Figure 1. The metal 2 layer.
(1 px per um)
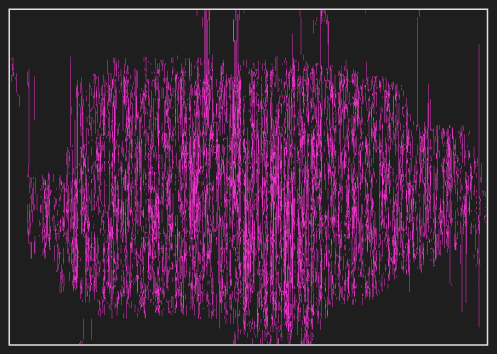
Figure 2. Congestion heat map.
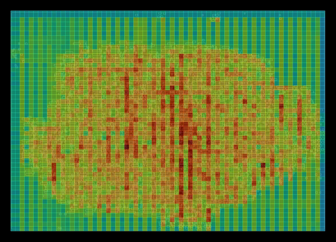
Figure 3. Signal wires on met1.
(1 px per um) Supply wires on this layer in grey.
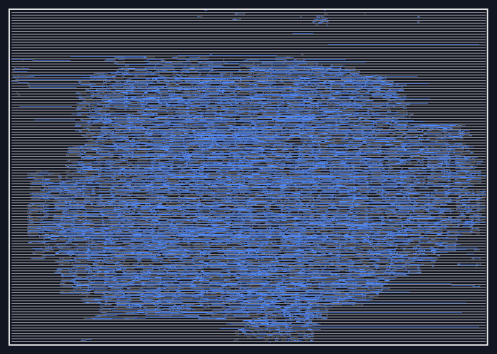
**config.mk**
```make
export PLATFORM = sky130hd
export DESIGN_NAME = pm_spm_ctrl
export DESIGN_NICKNAME = d
export VERILOG_FILES = /design/src/rtl/pm_spm_pkg.sv /design/src/rtl/pm_page_buf.sv /design/src/rtl/pm_spm_ctrl.sv
export SDC_FILE = /design/constraint.sdc
export NUM_CORES = 1
export LEC_CHECK = 0
export ABC_AREA = 1
export ABC_CLOCK_PERIOD_IN_PS = 6800
export CELL_PAD_IN_SITES_DETAIL_PLACEMENT = 1
export CELL_PAD_IN_SITES_GLOBAL_PLACEMENT = 1
export CORE_ASPECT_RATIO = 0.7
export CORE_UTILIZATION = 28
export CTS_BUF_LIST = sky130_fd_sc_hd__clkbuf_4 sky130_fd_sc_hd__clkbuf_8
export DETAILED_ROUTE_END_ITERATION = 16
export MAX_ROUTING_LAYER = met4
export PLACE_DENSITY = 0.61
export SYNTH_ARGS = -nofsm -noshare
export SYNTH_HDL_FRONTEND = slang
export SYNTH_SLANG_ARGS = --single-unit
export TNS_END_PERCENT = 1
```
**constraint.sdc**
```tcl
create_clock -name clk_i -period 6.8 [get_ports clk_i]
set_input_delay 1.36 -clock clk_i [delete_from_list [all_inputs] [get_ports clk_i]]
set_output_delay 1.36 -clock clk_i [all_outputs]
set_load 0.05 [all_outputs]
```
**src/rtl/pm_spm_pkg.sv**
```systemverilog
// pm_spm_pkg
// Types shared by the program-memory self-programming (SPM) sequencer:
// SPM command encodings and sequencer state encoding.
package pm_spm_pkg;

  // SPM command field carried alongside spm_start_i.
  typedef enum logic [1:0] {
    SPM_NOP   = 2'b00,
    SPM_FILL  = 2'b01,
    SPM_ERASE = 2'b10,
    SPM_WRITE = 2'b11
  } spm_cmd_e;

  // Sequencer states. ST_VERIFY is only reachable when read-back verify
  // is compiled in.
  typedef enum logic [2:0] {
    ST_IDLE   = 3'd0,
    ST_ERASE  = 3'd1,
    ST_WRITE  = 3'd2,
    ST_VERIFY = 3'd3,
    ST_DONE   = 3'd4
  } spm_state_e;

endpackage

```
**src/rtl/pm_page_buf.sv**
```systemverilog
// pm_page_buf
// One-page word buffer that collects SPM fill data before a page write.
// Contents are not reset: a page write always follows a complete set of
// fills in normal firmware use.
//
// Ports:
//   clk_i    system clock
//   we_i     write strobe (fill accepted)
//   widx_i   word index within the page for the write
//   wdata_i  fill data
//   ridx_i   word index for the combinational read port
//   rdata_o  buffer word at ridx_i
module pm_page_buf
  import pm_spm_pkg::*;
#(
  parameter int WORD_SIZE = 16,
  parameter int PAGE_W    = 6
) (
  input  logic                 clk_i,
  input  logic                 we_i,
  input  logic [PAGE_W-1:0]    widx_i,
  input  logic [WORD_SIZE-1:0] wdata_i,
  input  logic [PAGE_W-1:0]    ridx_i,
  output logic [WORD_SIZE-1:0] rdata_o
);

  logic [WORD_SIZE-1:0] r_mem [1<<PAGE_W];

  always_ff @(posedge clk_i) begin
    if (we_i) begin
      r_mem[widx_i] <= wdata_i;
    end
  end

  assign rdata_o = r_mem[ridx_i];

endmodule

```
**src/rtl/pm_spm_ctrl.sv**
```systemverilog
// pm_spm_ctrl
// Self-programming sequencer for the AVR program memory. Collects one page
// of fill words, then erases or writes a whole PM page while stalling the
// CPU. In IDLE the PM address follows the CPU fetch address.
//
// Optional build macro: PM_SPM_VERIFY_EN
//   When defined, every page write is followed by a read-back pass over the
//   page; a mismatch sets the sticky spm_err_o until the next accepted
//   erase/write command. When undefined, spm_err_o is constant 0.
//
// Ports:
//   clk_i        system clock (PM shares this edge)
//   rst_n_i      asynchronous reset, active low
//   cpu_addr_i   CPU fetch address
//   spm_start_i  one-cycle command strobe
//   spm_cmd_i    00 nop, 01 fill, 10 page erase, 11 page write
//   spm_addr_i   word address (low PAGE_W bits: fill index; high: page)
//   spm_data_i   fill data
//   pm_rdata_i   PM read data, one cycle after the address
//   pm_addr_o    PM address
//   pm_we_o      PM write enable
//   pm_wdata_o   PM write data
//   cpu_stall_o  CPU hold during a page operation
//   spm_busy_o   page operation in progress
//   spm_done_o   one-cycle pulse at the end of a page operation
//   spm_err_o    sticky verify mismatch flag
module pm_spm_ctrl
  import pm_spm_pkg::*;
#(
  parameter int                   WORD_SIZE = 16,
  parameter int                   ADDR_W    = 13,
  parameter int                   PAGE_W    = 6,
  parameter logic [WORD_SIZE-1:0] ERASE_VAL = 16'hFFFF
) (
  input  logic                 clk_i,
  input  logic                 rst_n_i,
  input  logic [ADDR_W-1:0]    cpu_addr_i,
  input  logic                 spm_start_i,
  input  logic [1:0]           spm_cmd_i,
  input  logic [ADDR_W-1:0]    spm_addr_i,
  input  logic [WORD_SIZE-1:0] spm_data_i,
  input  logic [WORD_SIZE-1:0] pm_rdata_i,
  output logic [ADDR_W-1:0]    pm_addr_o,
  output logic                 pm_we_o,
  output logic [WORD_SIZE-1:0] pm_wdata_o,
  output logic                 cpu_stall_o,
  output logic                 spm_busy_o,
  output logic                 spm_done_o,
  output logic                 spm_err_o
);

  localparam int PAGE_WORDS = 1 << PAGE_W;
  localparam int PGN_W      = ADDR_W - PAGE_W;
  // One extra counter bit so the read-back pass can count PAGE_WORDS+1 cycles.
  localparam int CNT_W      = PAGE_W + 1;
  localparam logic [CNT_W-1:0] CNT_LAST = CNT_W'(PAGE_WORDS - 1);

  spm_state_e             r_state;
  spm_state_e             w_state_next;
  logic [CNT_W-1:0]       r_cnt;
  logic [PGN_W-1:0]       r_page;
  logic                   r_busy;

  logic                   w_accept;
  logic                   w_buf_we;
  logic [PAGE_W-1:0]      w_buf_ridx;
  logic [WORD_SIZE-1:0]   w_buf_rdata;
  logic [ADDR_W-1:0]      w_pg_addr;

  // Address of the current word inside the latched page; the low bits never
  // carry into the page number, so a page operation cannot wrap.
  assign w_pg_addr = {r_page, r_cnt[PAGE_W-1:0]};

  pm_page_buf #(
    .WORD_SIZE (WORD_SIZE),
    .PAGE_W    (PAGE_W)
  ) u_page_buf (
    .clk_i   (clk_i),
    .we_i    (w_buf_we),
    .widx_i  (spm_addr_i[PAGE_W-1:0]),
    .wdata_i (spm_data_i),
    .ridx_i  (w_buf_ridx),
    .rdata_o (w_buf_rdata)
  );

`ifdef PM_SPM_VERIFY_EN
  // During read-back the PM returns the word addressed one cycle earlier,
  // so the expected value is the buffer word one index behind the counter.
  assign w_buf_ridx = (r_state == ST_VERIFY) ? (r_cnt[PAGE_W-1:0] - PAGE_W'(1))
                                             : r_cnt[PAGE_W-1:0];
`else
  assign w_buf_ridx = r_cnt[PAGE_W-1:0];
`endif

  // Next state and PM-side outputs.
  always_comb begin
    w_state_next = r_state;
    w_accept     = 1'b0;
    w_buf_we     = 1'b0;
    pm_addr_o    = cpu_addr_i;
    pm_we_o      = 1'b0;
    pm_wdata_o   = '0;
    spm_done_o   = 1'b0;
    case (r_state)
      ST_IDLE: begin
        if (spm_start_i) begin
          if (spm_cmd_i == SPM_FILL) begin
            w_buf_we = 1'b1;
          end else if (spm_cmd_i == SPM_ERASE) begin
            w_accept     = 1'b1;
            w_state_next = ST_ERASE;
          end else if (spm_cmd_i == SPM_WRITE) begin
            w_accept     = 1'b1;
            w_state_next = ST_WRITE;
          end
        end
      end
      ST_ERASE: begin
        pm_addr_o  = w_pg_addr;
        pm_we_o    = 1'b1;
        pm_wdata_o = ERASE_VAL;
        if (r_cnt == CNT_LAST) begin
          w_state_next = ST_DONE;
        end
      end
      ST_WRITE: begin
        pm_addr_o  = w_pg_addr;
        pm_we_o    = 1'b1;
        pm_wdata_o = w_buf_rdata;
        if (r_cnt == CNT_LAST) begin
`ifdef PM_SPM_VERIFY_EN
          w_state_next = ST_VERIFY;
`else
          w_state_next = ST_DONE;
`endif
        end
      end
`ifdef PM_SPM_VERIFY_EN
      ST_VERIFY: begin
        pm_addr_o = w_pg_addr;
        if (r_cnt == CNT_W'(PAGE_WORDS)) begin
          w_state_next = ST_DONE;
        end
      end
`endif
      ST_DONE: begin
        spm_done_o   = 1'b1;
        w_state_next = ST_IDLE;
      end
      default: begin
        w_state_next = ST_IDLE;
      end
    endcase
  end

  always_ff @(posedge clk_i or negedge rst_n_i) begin
    if (!rst_n_i) begin
      r_state <= ST_IDLE;
      r_cnt   <= '0;
      r_page  <= '0;
      r_busy  <= 1'b0;
    end else begin
      r_state <= w_state_next;
      r_busy  <= (w_state_next != ST_IDLE);
      if (w_accept) begin
        r_page <= spm_addr_i[ADDR_W-1:PAGE_W];
        r_cnt  <= '0;
      end else if (r_state == ST_ERASE || r_state == ST_WRITE ||
                   r_state == ST_VERIFY) begin
        // Restart the count on every phase change (WRITE -> VERIFY).
        r_cnt <= (w_state_next != r_state) ? '0 : r_cnt + CNT_W'(1);
      end
    end
  end

  assign cpu_stall_o = r_busy;
  assign spm_busy_o  = r_busy;

`ifdef PM_SPM_VERIFY_EN
  logic r_err;

  always_ff @(posedge clk_i or negedge rst_n_i) begin
    if (!rst_n_i) begin
      r_err <= 1'b0;
    end else if (w_accept) begin
      r_err <= 1'b0;
    end else if (r_state == ST_VERIFY && r_cnt != '0 && pm_rdata_i != w_buf_rdata) begin
      r_err <= 1'b1;
    end
  end

  assign spm_err_o = r_err;
`else
  logic w_unused_rdata;
  assign w_unused_rdata = ^pm_rdata_i;
  assign spm_err_o      = 1'b0;
`endif

endmodule

```
==> results.txt <==
run results: endpoint required time on the critical path 5.44 ns, PnR worst setup slack 0.747 ns, Most flops, register u_page_buf.r_mem, non-clock inverter count in the final layout 347, vias in the first global route 29800, pre-CTS WS 1.64 ns, DPL Wire Length 79500 um, CP Launch Type flip-flop, Routability Congestion 0.844, Vias 30200, Worst path depth 13, full die area 159000 sq um, top-area cell type share of the netlist area 69.6%, CP Capture Type primary output, flop2flop setup slack 3.18 ns, Period minus WS final 6.05 ns, yosys cell count 4061, hold_buf cts 0, worst path cell trace inv_16 > buf_4 > nand2_1 > nand3_1 > nand3_1 > nand2_1 > nor2_1 > nand2_1 > nand3_1 > nand2_1 > nand2_1 > nand2_1 > clkdlybuf4s50_1, crit path max-delay cell type clkdlybuf4s50_1, post-CTS setup repair buffer count 0, fillers 17400, die height 334 um, Num CTS Buffers 164, worst r2r src r_state[0]$_DFF_PN0_, Fin Setup TNS 0 ns, Vias/cell 4.70, Finish-stage setup viols 0, Core Area 156000 sq um, first-pass iteration count of the detailed router 5, RSZ-0062 raised after global routing false, Max-cap violations 0, Hold Violations, Final 0, clock tree from TritonCTS built, initial detailed-routing violation count 2743, Sink Count 1042, clock root cell clkbuf_8, worst hold slack 0.468 ns, Routed WL 140000 um, FP Rows 121, cell accounting for the most synthesized area edfxtp_1, DRC Markers 0, relative slew slack 25.7%, total power draw 18.4 mW, number of H-tree levels 4, Seq area share 61.9%, max reg flops 1024, Seq/Total Area, Yosys 70.6%, antenna violations before repair 9, pins over their slew limit 0, Late-Pin Clk Latency 0.86 ns, Area after DPL 47400 sq um, Flops after synth 1042, crit path max fanout 99, min-delay src r_page[4]$_DFFE_PN0P_, Die X 477 um, outcome finished, final reports clean, Tool Warnings 58, Worst path most repeated cell nand2_1, Placed Cells 6129, MI comb cells 2449
Back to the opening pictures, Figure 1:
nets with wire on the layer: 3197
main direction: vertical
wire length on this layer: 59.1 mm

Back to the opening pictures, Figure 2:
gr busiest metal: met1
overall routing resource usage: 17.9%
met2 global-route usage: 24.8%

Back to the opening pictures, Figure 3:
share of all routed wire: 49%
longest straight run: 165 um

cell families after synthesis:
family                     Yosys count  share of synthesized area, %
buffers and inverters              570                          5.82
DFF                               1042                          70.6
muxes                                7                         0.178
AOI/OAI and AO/OA                  161                          2.11
other                                1                       0.00849
xor gates and xnor gates             2                        0.0397
adders and majority gates            1                        0.0283
and+or+nand+nor                   2277                          21.2
layer usage:
metal	track usage [%]	wire [um]	vias to the layer above
li1	-	-	13900
met1	26.3	69200	15200
met2	24.8	59100	833
met3	3.00	8600	202
met4	5.89	3320	0
met5	-	0	-
power breakdown:
part	switching, mW	internal [mW]
Combinational	4.49	1.57
Sequential	0.114	7.10
Clock	2.54	2.61
Power is estimated from default activity; no workload was simulated.
